===== src/rtl/chip_seq_pkg.sv =====
// rtl/chip_seq_pkg.sv - shared opcodes, FSM states and default widths for the chip sequencer
package chip_seq_pkg;

  localparam int ADDR_W_DEF   = 8;
  localparam int SEED_W_DEF   = 8;
  localparam int OUT_W_DEF    = 4;
  localparam int R8_BEATS_DEF = 2;
  localparam int WR_PULSE_DEF = 4;
  localparam int READ_LAT_DEF = 2;
  localparam int LEN_W_DEF    = 16;

  typedef enum logic [2:0] {
    OP_WRITE    = 3'd0,
    OP_SEED     = 3'd1,
    OP_LOAD_MEM = 3'd2,
    OP_INFER    = 3'd3,
    OP_READ1    = 3'd4,
    OP_READ8    = 3'd5
  } op_e;

  typedef enum logic [2:0] {
    IDLE   = 3'd0,
    SETUP  = 3'd1,
    PULSE  = 3'd2,
    RUN    = 3'd3,
    SAMPLE = 3'd4,
    RESP   = 3'd5
  } state_e;

  // Opcodes above OP_READ8 have no chip action and are answered with an error.
  function automatic logic op_illegal(input logic [2:0] op);
    return op > 3'd5;
  endfunction

endpackage


===== src/rtl/chip_seq_ctrl_if.sv =====
// rtl/chip_seq_ctrl_if.sv - command and response channels of the chip sequencer
interface chip_seq_ctrl_if #(
  parameter int ADDR_W   = 8,
  parameter int SEED_W   = 8,
  parameter int OUT_W    = 4,
  parameter int R8_BEATS = 2,
  parameter int LEN_W    = 16
);

  logic                      cmd_valid;
  logic                      cmd_ready;
  logic [2:0]                cmd_op;
  logic [ADDR_W-1:0]         cmd_row;
  logic [ADDR_W-1:0]         cmd_col;
  logic [SEED_W-1:0]         cmd_data;
  logic [LEN_W-1:0]          cmd_len;
  logic                      cmd_stoch;

  logic                      rsp_valid;
  logic                      rsp_ready;
  logic [OUT_W*R8_BEATS-1:0] rsp_data;
  logic                      rsp_err;

  modport master (
    output cmd_valid, cmd_op, cmd_row, cmd_col, cmd_data, cmd_len, cmd_stoch, rsp_ready,
    input  cmd_ready, rsp_valid, rsp_data, rsp_err
  );

  modport slave (
    input  cmd_valid, cmd_op, cmd_row, cmd_col, cmd_data, cmd_len, cmd_stoch, rsp_ready,
    output cmd_ready, rsp_valid, rsp_data, rsp_err
  );

endinterface


===== src/rtl/chip_seq_timer.sv =====
// rtl/chip_seq_timer.sv - loadable down-counter that stops at zero
module chip_seq_timer #(
  parameter int W = 16
) (
  input  logic         clk,
  input  logic         rst_n,
  input  logic         load,
  input  logic [W-1:0] load_val,
  input  logic         en,
  output logic         zero
);

  logic [W-1:0] count;

  // Load wins over counting; the count parks at zero instead of wrapping.
  always_ff @(posedge clk) begin
    if (!rst_n) begin
      count <= '0;
    end else if (load) begin
      count <= load_val;
    end else if (en && (count != '0)) begin
      count <= count - W'(1);
    end
  end

  assign zero = (count == '0);

endmodule


===== src/rtl/chip_seq_ctrl.sv =====
// rtl/chip_seq_ctrl.sv - command sequencer driving the inference array chip port (optional CHIP_SEQ_STAT_EN statistics)
module chip_seq_ctrl
  import chip_seq_pkg::*;
#(
  parameter int ADDR_W   = ADDR_W_DEF,
  parameter int SEED_W   = SEED_W_DEF,
  parameter int OUT_W    = OUT_W_DEF,
  parameter int R8_BEATS = R8_BEATS_DEF,
  parameter int WR_PULSE = WR_PULSE_DEF,
  parameter int READ_LAT = READ_LAT_DEF,
  parameter int LEN_W    = LEN_W_DEF
) (
  input  logic              clk,
  input  logic              rst_n,
  chip_seq_ctrl_if.slave    bus,
  output logic              CBL,
  output logic              CBLEN,
  output logic              CWL,
  output logic              inference,
  output logic              load_seed,
  output logic              read_1,
  output logic              read_8,
  output logic              load_mem,
  output logic              read_out,
  output logic              stoch_log,
  output logic [ADDR_W-1:0] addr_full_row,
  output logic [ADDR_W-1:0] addr_full_col,
  output logic [SEED_W-1:0] seeds,
  input  logic [OUT_W-1:0]  bit_out
`ifdef CHIP_SEQ_STAT_EN
  ,
  output logic [15:0]       stat_cmd_cnt,
  output logic              stat_err
`endif
);

  localparam int RSP_W  = OUT_W * R8_BEATS;
  localparam int PH_W   = (READ_LAT > 1) ? $clog2(READ_LAT) : 1;
  localparam int BEAT_W = $clog2(R8_BEATS + 1);

  localparam logic [LEN_W-1:0] PULSE_LD = LEN_W'(WR_PULSE - 1);
  localparam logic [LEN_W-1:0] RD1_LD   = LEN_W'(READ_LAT - 1);
  localparam logic [LEN_W-1:0] RD8_LD   = LEN_W'(R8_BEATS * READ_LAT - 1);
  localparam logic [PH_W-1:0]  PH_LD    = PH_W'(READ_LAT - 1);

  state_e             state;
  state_e             state_nxt;
  logic [2:0]         op_q;
  logic               wr_bit_q;
  logic               stoch_q;
  logic               tail;
  logic [RSP_W-1:0]   rsp_data_q;
  logic               rsp_err_q;
  logic [PH_W-1:0]    ph;
  logic [BEAT_W-1:0]  beat;
  logic               accept;
  logic               tmr_load;
  logic [LEN_W-1:0]   tmr_val;
  logic               tmr_en;
  logic               tmr_zero;

  assign bus.cmd_ready = (state == IDLE);
  assign bus.rsp_valid = (state == RESP);
  assign bus.rsp_data  = rsp_data_q;
  assign bus.rsp_err   = rsp_err_q;
  assign accept        = bus.cmd_valid && bus.cmd_ready;
  assign tmr_en        = (state == PULSE) || (state == RUN) || (state == SAMPLE);

  chip_seq_timer #(.W(LEN_W)) u_timer (
    .clk      (clk),
    .rst_n    (rst_n),
    .load     (tmr_load),
    .load_val (tmr_val),
    .en       (tmr_en),
    .zero     (tmr_zero)
  );

  // State register.
  always_ff @(posedge clk) begin
    if (!rst_n) begin
      state <= IDLE;
    end else begin
      state <= state_nxt;
    end
  end

  // Next state and timer reload; the timer is loaded with (cycles - 1) on state entry.
  always_comb begin
    state_nxt = state;
    tmr_load  = 1'b0;
    tmr_val   = '0;
    case (state)
      IDLE: begin
        if (accept) begin
          case (bus.cmd_op)
            OP_WRITE, OP_SEED, OP_LOAD_MEM: state_nxt = SETUP;
            OP_INFER: begin
              state_nxt = RUN;
              tmr_load  = 1'b1;
              tmr_val   = (bus.cmd_len == '0) ? '0 : bus.cmd_len - LEN_W'(1);
            end
            OP_READ1: begin
              state_nxt = SAMPLE;
              tmr_load  = 1'b1;
              tmr_val   = RD1_LD;
            end
            OP_READ8: begin
              state_nxt = SAMPLE;
              tmr_load  = 1'b1;
              tmr_val   = RD8_LD;
            end
            default: state_nxt = RESP;
          endcase
        end
      end
      SETUP: begin
        // A write passes SETUP twice: once before the CWL pulse and once as the hold after it.
        if ((op_q == OP_WRITE) && !tail) begin
          state_nxt = PULSE;
          tmr_load  = 1'b1;
          tmr_val   = PULSE_LD;
        end else begin
          state_nxt = IDLE;
        end
      end
      PULSE: begin
        if (tmr_zero) state_nxt = SETUP;
      end
      RUN: begin
        if (tmr_zero) begin
          state_nxt = SAMPLE;
          tmr_load  = 1'b1;
          tmr_val   = RD1_LD;
        end
      end
      SAMPLE: begin
        if (tmr_zero) state_nxt = RESP;
      end
      RESP: begin
        if (bus.rsp_ready) state_nxt = IDLE;
      end
      default: state_nxt = IDLE;
    endcase
  end

  // Chip strobes decoded from state and latched opcode; all low in IDLE and RESP.
  always_comb begin
    CBL       = 1'b0;
    CBLEN     = 1'b0;
    CWL       = 1'b0;
    inference = 1'b0;
    load_seed = 1'b0;
    read_1    = 1'b0;
    read_8    = 1'b0;
    load_mem  = 1'b0;
    read_out  = 1'b0;
    stoch_log = 1'b0;
    case (state)
      SETUP: begin
        case (op_q)
          OP_WRITE: begin
            CBLEN = 1'b1;
            CBL   = wr_bit_q;
          end
          OP_SEED:     load_seed = 1'b1;
          OP_LOAD_MEM: load_mem  = 1'b1;
          default: ;
        endcase
      end
      PULSE: begin
        CWL   = 1'b1;
        CBLEN = 1'b1;
        CBL   = wr_bit_q;
      end
      RUN: begin
        inference = 1'b1;
        stoch_log = stoch_q;
      end
      SAMPLE: begin
        case (op_q)
          OP_INFER: read_out = 1'b1;
          OP_READ1: read_1   = 1'b1;
          OP_READ8: read_8   = 1'b1;
          default: ;
        endcase
      end
      default: ;
    endcase
  end

  // Command latch, seed bus, write-hold flag and result capture every READ_LAT cycles.
  always_ff @(posedge clk) begin
    if (!rst_n) begin
      op_q          <= '0;
      wr_bit_q      <= 1'b0;
      stoch_q       <= 1'b0;
      tail          <= 1'b0;
      addr_full_row <= '0;
      addr_full_col <= '0;
      seeds         <= '0;
      rsp_data_q    <= '0;
      rsp_err_q     <= 1'b0;
      ph            <= '0;
      beat          <= '0;
    end else begin
      if (accept) begin
        op_q          <= bus.cmd_op;
        wr_bit_q      <= bus.cmd_data[0];
        stoch_q       <= bus.cmd_stoch;
        tail          <= 1'b0;
        addr_full_row <= bus.cmd_row;
        addr_full_col <= bus.cmd_col;
        rsp_data_q    <= '0;
        rsp_err_q     <= op_illegal(bus.cmd_op);
        ph            <= PH_LD;
        beat          <= '0;
        if (bus.cmd_op == OP_SEED) seeds <= bus.cmd_data;
      end
      if ((state == PULSE) && tmr_zero) tail <= 1'b1;
      if (state == SAMPLE) begin
        if (ph == '0) begin
          rsp_data_q[int'(beat)*OUT_W +: OUT_W] <= bit_out;
          beat <= beat + BEAT_W'(1);
          ph   <= PH_LD;
        end else begin
          ph <= ph - PH_W'(1);
        end
      end
    end
  end

`ifdef CHIP_SEQ_STAT_EN
  // Saturating accepted-command count and sticky error flag.
  always_ff @(posedge clk) begin
    if (!rst_n) begin
      stat_cmd_cnt <= '0;
      stat_err     <= 1'b0;
    end else begin
      if (accept && (stat_cmd_cnt != 16'hFFFF)) stat_cmd_cnt <= stat_cmd_cnt + 16'd1;
      if (rsp_err_q) stat_err <= 1'b1;
    end
  end
`endif

endmodule


===== src/flat_wrapper.sv =====
// flat-port wrapper written by rule: the top's interface ports become plain ports
module chip_seq_ctrl_flat import chip_seq_pkg::*;
#(
  parameter int ADDR_W   = ADDR_W_DEF,
  parameter int SEED_W   = SEED_W_DEF,
  parameter int OUT_W    = OUT_W_DEF,
  parameter int R8_BEATS = R8_BEATS_DEF,
  parameter int WR_PULSE = WR_PULSE_DEF,
  parameter int READ_LAT = READ_LAT_DEF,
  parameter int LEN_W    = LEN_W_DEF
)
  (clk, rst_n, CBL, CBLEN, CWL, inference, load_seed, read_1, read_8, load_mem, read_out, stoch_log, addr_full_row, addr_full_col, seeds, bit_out, bus_cmd_valid, bus_cmd_op, bus_cmd_row, bus_cmd_col, bus_cmd_data, bus_cmd_len, bus_cmd_stoch, bus_rsp_ready, bus_cmd_ready, bus_rsp_valid, bus_rsp_data, bus_rsp_err);
  chip_seq_ctrl_if #(.ADDR_W(ADDR_W), .SEED_W(SEED_W), .OUT_W(OUT_W), .R8_BEATS(R8_BEATS), .LEN_W(LEN_W)) bus_i ();
  input  logic clk;
  input  logic rst_n;
  output logic CBL;
  output logic CBLEN;
  output logic CWL;
  output logic inference;
  output logic load_seed;
  output logic read_1;
  output logic read_8;
  output logic load_mem;
  output logic read_out;
  output logic stoch_log;
  output logic [ADDR_W-1:0] addr_full_row;
  output logic [ADDR_W-1:0] addr_full_col;
  output logic [SEED_W-1:0] seeds;
  input  logic [OUT_W-1:0] bit_out;
  input wire logic [$bits(bus_i.cmd_valid)-1:0] bus_cmd_valid;
  input wire logic [$bits(bus_i.cmd_op)-1:0] bus_cmd_op;
  input wire logic [$bits(bus_i.cmd_row)-1:0] bus_cmd_row;
  input wire logic [$bits(bus_i.cmd_col)-1:0] bus_cmd_col;
  input wire logic [$bits(bus_i.cmd_data)-1:0] bus_cmd_data;
  input wire logic [$bits(bus_i.cmd_len)-1:0] bus_cmd_len;
  input wire logic [$bits(bus_i.cmd_stoch)-1:0] bus_cmd_stoch;
  input wire logic [$bits(bus_i.rsp_ready)-1:0] bus_rsp_ready;
  output wire logic [$bits(bus_i.cmd_ready)-1:0] bus_cmd_ready;
  output wire logic [$bits(bus_i.rsp_valid)-1:0] bus_rsp_valid;
  output wire logic [$bits(bus_i.rsp_data)-1:0] bus_rsp_data;
  output wire logic [$bits(bus_i.rsp_err)-1:0] bus_rsp_err;
  assign bus_i.cmd_valid = bus_cmd_valid;
  assign bus_i.cmd_op = bus_cmd_op;
  assign bus_i.cmd_row = bus_cmd_row;
  assign bus_i.cmd_col = bus_cmd_col;
  assign bus_i.cmd_data = bus_cmd_data;
  assign bus_i.cmd_len = bus_cmd_len;
  assign bus_i.cmd_stoch = bus_cmd_stoch;
  assign bus_i.rsp_ready = bus_rsp_ready;
  assign bus_cmd_ready = bus_i.cmd_ready;
  assign bus_rsp_valid = bus_i.rsp_valid;
  assign bus_rsp_data = bus_i.rsp_data;
  assign bus_rsp_err = bus_i.rsp_err;
  chip_seq_ctrl #(.ADDR_W(ADDR_W), .SEED_W(SEED_W), .OUT_W(OUT_W), .R8_BEATS(R8_BEATS), .WR_PULSE(WR_PULSE), .READ_LAT(READ_LAT), .LEN_W(LEN_W)) u_core (.clk(clk), .rst_n(rst_n), .bus(bus_i), .CBL(CBL), .CBLEN(CBLEN), .CWL(CWL), .inference(inference), .load_seed(load_seed), .read_1(read_1), .read_8(read_8), .load_mem(load_mem), .read_out(read_out), .stoch_log(stoch_log), .addr_full_row(addr_full_row), .addr_full_col(addr_full_col), .seeds(seeds), .bit_out(bit_out));
endmodule

===== config.mk =====
export PLATFORM = sky130hd
export DESIGN_NAME = chip_seq_ctrl_flat
export DESIGN_NICKNAME = d
export VERILOG_FILES = /design/src/rtl/chip_seq_pkg.sv /design/src/rtl/chip_seq_ctrl_if.sv /design/src/rtl/chip_seq_timer.sv /design/src/rtl/chip_seq_ctrl.sv /design/src/flat_wrapper.sv
export SDC_FILE = /design/constraint.sdc
export NUM_CORES = 1
export LEC_CHECK = 0
export CAP_MARGIN = 20
export CELL_PAD_IN_SITES_DETAIL_PLACEMENT = 0
export CELL_PAD_IN_SITES_GLOBAL_PLACEMENT = 1
export CORE_MARGIN = 8
export CORE_UTILIZATION = 31
export DETAILED_ROUTE_END_ITERATION = 7
export PLACE_DENSITY_LB_ADDON = 0.1
export SKIP_CTS_REPAIR_TIMING = 1
export SKIP_LAST_GASP = 1
export SYNTH_ARGS = -nofsm -noshare
export SYNTH_HDL_FRONTEND = slang
export SYNTH_SLANG_ARGS = --single-unit

===== constraint.sdc =====
create_clock -name clk -period 2.1 [get_ports clk]
set_input_delay 0.42 -clock clk [delete_from_list [all_inputs] [get_ports clk]]
set_output_delay 0.42 -clock clk [all_outputs]
set_load 0.01 [all_outputs]

Figure 1. A small window of the routed layout (run 1).
Bar = 5 um. Window x 79 to 99, y 79 to 99 um. Cells in gray, sequential cells in the stronger gray; small squares are vias.
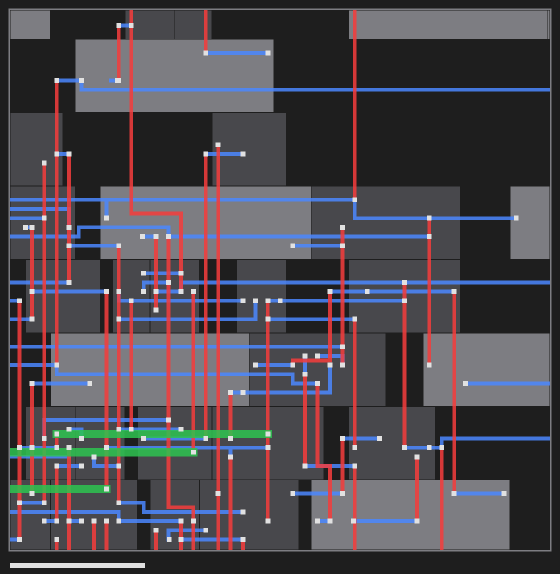
[M1] blue
[M3] green
[M2] red
sequential cells in the window: 5
cells with their middle in the window: 24
netlist names of flops here include: u_core.state (3), u_core.addr_full_row (2)
most frequent: dfxtp_1 (4), buf_4 (3)

Figure 2. Wiring by layer (run 1).
Bar = 20 um. Two of the layers only.
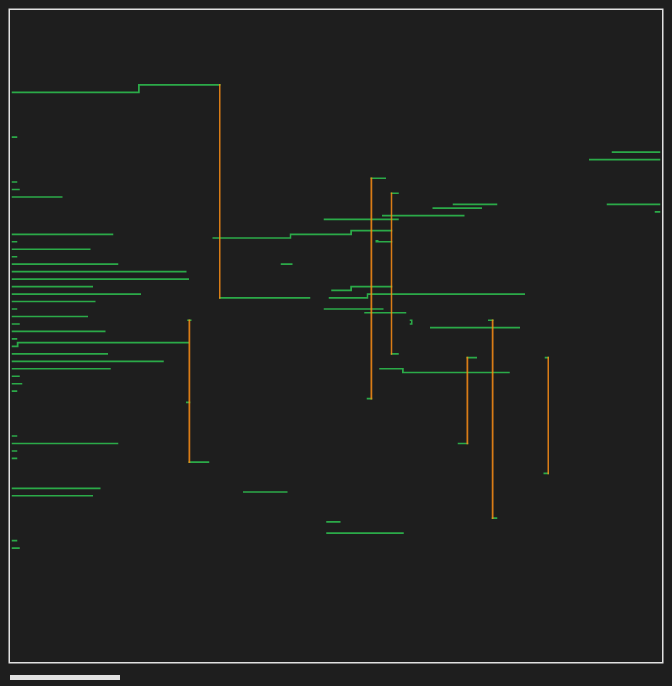
[M4] orange | wire length: 207 um
[M3] green | wire length: 681 um

==> run summary, run 1 <==
Die width - 119 um
CTS root buffer - clkbuf_8
Die area - 14100 um^2
Worst IR drop on VDD - 1.09 mV
P_int - 4.52 mW
1st-iter DRT viols - 182
Hold endpoint - u_core.addr_full_col[0]$_SDFFE_PN0P_
FP Util - 31.8%
Via count - 3757
Logic pwr share - 61.5%
Non-clock inverters - 11
RR Endpoint - u_core.u_timer.count[0]$_SDFFE_PN0P_
Post-synth area from yosys stat - 3270 um^2
Hold_ws - 456 ps
Outcome - finished, violations left
Peak Freq - 432 MHz
Met2 wire len - 6040 um
Crit Reg-Reg Startpoint - u_core.u_timer.count[1]$_SDFFE_PN0P_
Crit. Startpoint - u_core.u_timer.count[1]$_SDFFE_PN0P_
Worst rel slew slack - 55.7%
Top-area cell type share of the netlist area - 37.4%
WS Path Type - reg2reg
Clock group total power - 1.32 mW
Cycle use final - 110%
Multi-input gate share of the layout cell area - 37.5%
Largest class - combinational gates
Slowest CP cell - or4b_4
CP peak stage delay - 460 ps
AO/OA Area Share - 20.0%
Clk cell area share - 4.45%
Routed len/inst - 16.6 um
Largest Register - u_core.u_timer.count
Fill cells - 1005
Vias/cell - 5.07
Syn_nets - 458
H-tree depth - 3
Violated checks - setup timing
Buffer share of cell area - 32.3%
DRT antenna net count - 0
Crit-path max FO - 4
M1 wire length - 5350 um
R2r setup slk - -210 ps
Final setup margin - -215 ps
RSZ-0062 raised after global routing - true
Met1 Use GR - 20.6%
Adder share - 1.91%
Buf/Inv on CP - 2
Flip-flops - 61
CP endpoint - u_core.u_timer.count[0]$_SDFFE_PN0P_
Fin nets - 657
Routed WL - 12300 um
PD cells - 1380 nW/um^2
Seq share, synth - 37.4%
HP Class - reg2reg
Die Y - 119 um
Top routing layer in use - met4
Synthesized area - 3270 um^2
Synth mux share - 2.45%
Grt total ovfl - 0
Core area - 10300 um^2
Place WS - -515 ps
DRC - 0
Sequential share of power - 21.2%
Count of multi-input gates - 312
Late-Pin Clk Latency - 350 ps
Seq cells post-synth - 61
Post-route cell area - 5570 um^2
Final Max Slew Viols - 0
CP Capture Type - register
Final setup violation count - 23
Sw power - 3.13 mW
Ys cells - 401
Io pins - 97
GRT busiest layer - met2
Post-layout min period - 2310 ps
Final Skew - 15.3 ps
Figure 3. Met1 routing (run 1).
Bar = 20 um. Cells faint in the background.
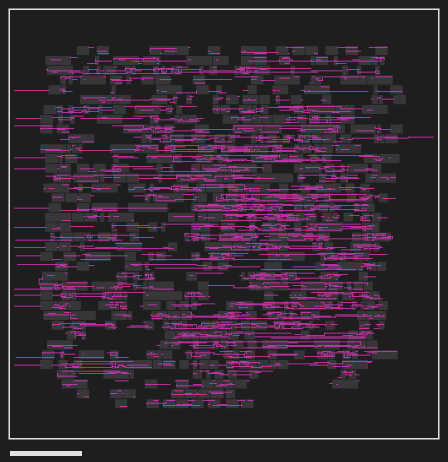
longest straight run: 50.6 um
share of all routed wire: 44%
wire length on this layer: 5350 um

==> run 1 -> run 2 <==
CAP_MARGIN = 15   (was 20)
SLEW_MARGIN = 20   (was not set)
Figure 4. Met1 routing (run 2).
Bar = 20 um. Cells faint in the background.
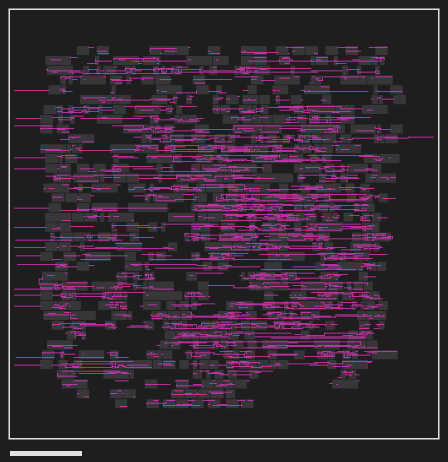
wire length on this layer: 5350 um
main direction: horizontal
longest straight run: 50.6 um
nets with wire on the layer: 608
Routed WL: 12300 um
met1 Use GR: 20.6%
via count: 3757

==> run summary, run 2 <==
Outcome - finished, violations left (unchanged)
Violated checks - setup timing (unchanged)
Crit-path max FO - 4 (unchanged)
Seq cells post-synth - 61 (unchanged)
CP Capture Type - register (unchanged)
CP endpoint - u_core.u_timer.count[0]$_SDFFE_PN0P_ (unchanged)
Top routing layer in use - met4 (unchanged)
GRT busiest layer - met2 (unchanged)
AO/OA Area Share - 20.0% (unchanged)
Buf/Inv on CP - 2 (unchanged)
H-tree depth - 3 (unchanged)
RR Endpoint - u_core.u_timer.count[0]$_SDFFE_PN0P_ (unchanged)
Final setup margin - -215 ps (unchanged)
Final setup violation count - 23 (unchanged)
Core area - 10300 um^2 (unchanged)
Clock group total power - 1.32 mW (about the same)
Multi-input gate share of the layout cell area - 37.5% (unchanged)
Met2 wire len - 6040 um (unchanged)
Crit. Startpoint - u_core.u_timer.count[1]$_SDFFE_PN0P_ (unchanged)
Routed len/inst - 16.6 um (unchanged)
CTS root buffer - clkbuf_8 (unchanged)
Sw power - 3.13 mW (unchanged)
Die width - 119 um (unchanged)
Post-synth area from yosys stat - 3270 um^2 (unchanged)
Fraction of area in registers - 22.0% (unchanged)
Clk cell area share - 4.45% (unchanged)
R2r setup slk - -210 ps (about the same)
FP Util - 31.8% (unchanged)
Hold_ws - 456 ps (unchanged)
Grt total ovfl - 0 (unchanged)
Post-route cell area - 5570 um^2 (unchanged)
Top-area cell type share of the netlist area - 37.4% (unchanged)
Synthesized instance count - 401 (unchanged)
Syn_nets - 458 (unchanged)
PD cells - 1380 nW/um^2 (unchanged)
Non-clock inverters - 11 (unchanged)
Final Skew - 15.3 ps (unchanged)
Seq share, synth - 37.4% (unchanged)
M1 wire length - 5350 um (unchanged)
Cycle use final - 110% (unchanged)
Largest Register - u_core.u_timer.count (unchanged)
Place WS - -515 ps (unchanged)
Arrival time at the worst endpoint - 2540 ps (about the same)
Fin nets - 657 (unchanged)
Logic pwr share - 61.5% (about the same)
Buffer share of cell area - 32.3% (unchanged)
HP Class - reg2reg (unchanged)
Flip-flops - 61 (unchanged)
Late-Pin Clk Latency - 350 ps (about the same)
CP peak stage delay - 460 ps (about the same)
1st-iter DRT viols - 182 (unchanged)
Sequential share of power - 21.2% (about the same)
Die area - 14100 um^2 (unchanged)
Fill cells - 1005 (unchanged)
Worst IR drop on VDD - 1.09 mV (unchanged)
Largest class - combinational gates (unchanged)
Post-layout min period - 2310 ps (unchanged)
WS Path Type - reg2reg (unchanged)
Io pins - 97 (unchanged)
Peak Freq - 432 MHz (unchanged)
Ys cells - 401 (unchanged)
First-pass detailed-route iteration total - 4 (unchanged)
Slowest CP cell - or4b_4 (unchanged)
Die Y - 119 um (unchanged)
RSZ-0062 raised after global routing - true (unchanged)
P_int - 4.52 mW (unchanged)
Synthesized area - 3270 um^2 (unchanged)
Hold endpoint - u_core.addr_full_col[0]$_SDFFE_PN0P_ (unchanged)
Adder share - 1.91% (unchanged)
Synth mux share - 2.45% (unchanged)
Power figures rest on the tool's default switching activity, not on a simulated workload.
